Figure 1. Layout detail (run 1).
Region (41, 149) to (66, 174) um. Cells in grey, sequential cells in the stronger grey; small squares are vias.
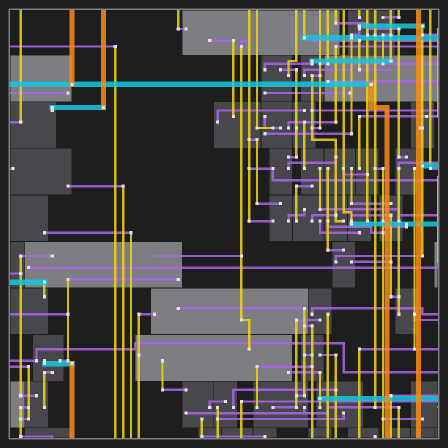
Figure 2. Cells by drive strength (run 1).
Drawn at 1.5 px/um.
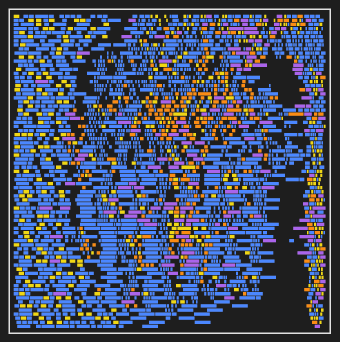
Figure 3. Congestion heat map (run 1).
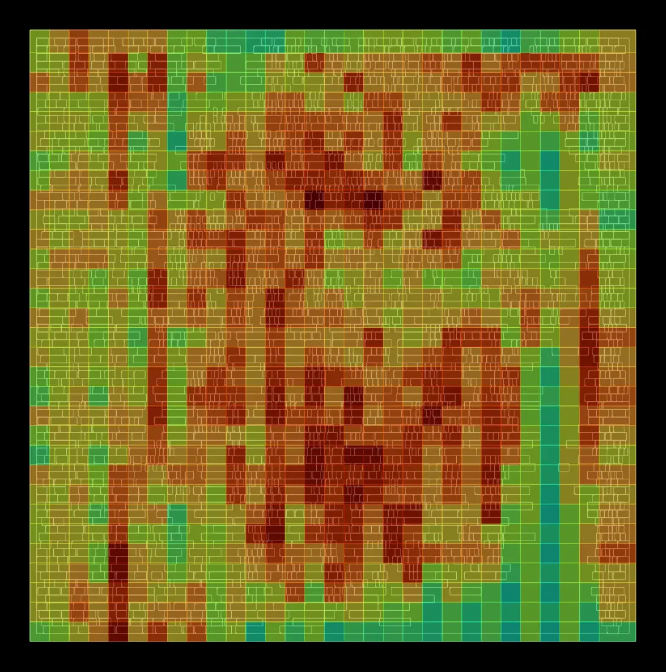
==> config.mk <==
export PLATFORM = sky130hd
export DESIGN_NAME = stk_pipe_lk
export DESIGN_NICKNAME = d
export VERILOG_FILES = /design/src/rtl/stk_pipe_lk.sv
export SDC_FILE = /design/constraint.sdc
export NUM_CORES = 1
export LEC_CHECK = 0
export ABC_AREA = 1
export CORE_AREA = 2 2 211 213
export CTS_CLUSTER_DIAMETER = 200
export CTS_CLUSTER_SIZE = 28
export DETAILED_ROUTE_END_ITERATION = 16
export DIE_AREA = 0 0 213 215
export GPL_ROUTABILITY_DRIVEN = 0
export PLACE_DENSITY_LB_ADDON = 0.2
export SETUP_SLACK_MARGIN = 0.15
export SYNTH_ARGS = -nofsm -noshare
export SYNTH_HDL_FRONTEND = slang
export SYNTH_SLANG_ARGS = --single-unit
==> constraint.sdc <==
create_clock -name clk -period 2.4 [get_ports clk]
set_clock_uncertainty 0.05 [all_clocks]
set_input_delay 0.48 -clock clk [delete_from_list [all_inputs] [get_ports clk]]
set_output_delay 0.48 -clock clk [all_outputs]
set_load 0.005 [all_outputs]
==> results_tabular.tex <==
% Auto-generated results table
\begin{tabular}{lr}
\hline
Metric & Value \\
\hline
\multicolumn{2}{l}{\textbf{Status}} \\
Result of the run & complete, but fails checks \\
Failing checks & negative setup slack \\
\multicolumn{2}{l}{\textbf{Critical path}} \\
Required time of the worst setup path & 1.87 ns \\
Crit path arrival time & 1.96 ns \\
Worst-case reg-to-reg path depth & 15 \\
WP depth & 8 \\
Cell type of the slowest stage on the worst timing path & dfrtp\_4 \\
Cell chain of the critical path & buf\_6 > buf\_12 > buf\_12 > buf\_16 > buf\_6 > nand2\_2 > inv\_1 > buf\_2 \\
\multicolumn{2}{l}{\textbf{Pwr}} \\
LEAKAGE & 14.2 nW \\
Switching part of the total power & 24.4\% \\
P\_clk & 0.00349 W \\
Part of the power in registers & 57.6\% \\
Comb. pwr & 0.00145 W \\
\multicolumn{2}{l}{\textbf{Logic synthesis}} \\
Most common cell in the netlist & nand2\_1 \\
Fraction of the mapped netlist area in compound gates & 9.24\% \\
Seq cells post-synth & 375 \\
Share of the synthesized area in the top cell type & 27.0\% \\
Largest cells by area after synthesis & dfrtp\_1, edfxtp\_1, nand2\_1, nand3\_1, mux2\_2 \\
Count of unique library cells instantiated by Yosys & 52 \\
Synth warnings & 0 \\
Ranking of synthesized cells by instance count & nand2\_1, nand3\_1, inv\_1, dfrtp\_1, edfxtp\_1 \\
Total cells reported by yosys after synthesis & 2244 \\
Avg Cell Area, Syn & 8.90 sq um \\
Adder and majority cell fraction of the synthesized area & 0.627\% \\
Chip area in the Yosys report & 20000 sq um \\
\multicolumn{2}{l}{\textbf{Place}} \\
Placed cell area & 27600 sq um \\
Placed Cells incl. Taps & 3453 \\
\multicolumn{2}{l}{\textbf{Timing}} \\
Final setup slack of the worst path & -0.0940 ns \\
Final worst path period share & 104\% \\
Max-slew headroom at the worst pin & 57.1\% \\
Max frequency & 0.401 GHz \\
Final-layout setup total negative slack & -0.293 ns \\
Final setup vio count & 10 \\
\multicolumn{2}{l}{\textbf{Floorplan}} \\
Die Size & 45800 sq um \\
Die height & 215 um \\
Die x size & 213 um \\
Standard-cell row count & 77 \\
\multicolumn{2}{l}{\textbf{Clock network}} \\
Setup Buffers After CTS & 15 \\
Number of clock sinks & 375 \\
H-tree Lvls & 1 \\
Quantity of hold-fixing buffers added after cts & 1 \\
\multicolumn{2}{l}{\textbf{Drt}} \\
Final wirelength & 77400 um \\
ANT nets after route & 0 \\
Post-route DRC violation count & 0 \\
Via density per instance & 5.65 \\
\multicolumn{2}{l}{\textbf{Flow run}} \\
Max Cap Viol & 0 \\
\multicolumn{2}{l}{\textbf{Layout}} \\
Fraction of final layout cells sized beyond drive strength 1 & 28.0\% \\
Count of non-filler cells in the finished layout & 3567 \\
\multicolumn{2}{l}{\textbf{Global routing}} \\
Total GRT Usage & 30.6\% \\
\multicolumn{2}{l}{\textbf{Hold path}} \\
Worst min-delay path class & input pin to flop \\
\hline
\end{tabular}
-- Figure 1 (at the start) --
Purple marks M1. Orange marks M4. Cyan marks M3. Yellow marks M2.
Most frequent: nand2_1 (16), dfrtp_1 (5), clkdlybuf4s50_1 (4). 37 logic cells have their middle in the window. Sequential cells in the window: 5.

-- Figure 2 (at the start) --
Yellow marks x2, cells 398, share 13%, most used mux2_2. Orange marks x3 and x4, cells 284, share 9.6%, most used buf_4. Purple marks x6 and larger, cells 151, share 5.1%, most used buf_6. Blue marks x1 and smaller, cells 2140, share 72%, most used clkdlybuf4s50_1.
final setup slack of the worst path: -0.0940 ns
synth-to-layout area growth: 50.9%

-- Figure 3 (at the start) --
Routed WL per cell: 21.7 um
utilization after layout: 69.0%
layer with the highest usage: met2
met2 routing resource usage after global routing: 50.6%
met3 demand-to-capacity share in global routing: 6.55%

==> run 1: per-layer routing <==
layer  GRT usage (%)  vias up  routed length, um
li1                -     8960                  -
met4            12.0        0               3740
met1            39.2     9633              27900
met5               0        -                  0
met3            6.55      224               9010
met2            50.6     1328              36700
==> run 1: area by class of cell <==
class	instances	area (sq um)
clock inverters	2	28.8
multi-input cells	1503	9290
repair buffers	835	8500
flip-flops and latches	375	10200
diodes	2	5.00
fillers	3337	13500
inverters	232	896
clock buffers	26	459
well taps	592	741
==> run 1: cell families after synthesis <==
family	count (synthesis)
multiplexers	155
XOR/XNOR	7
AND/OR/NAND/NOR	1022
flip-flops	375
adder cells (fa/ha/maj)	10
AND-OR/OR-AND	307
buffers and inverters	368
Power is estimated from default activity; no workload was simulated.
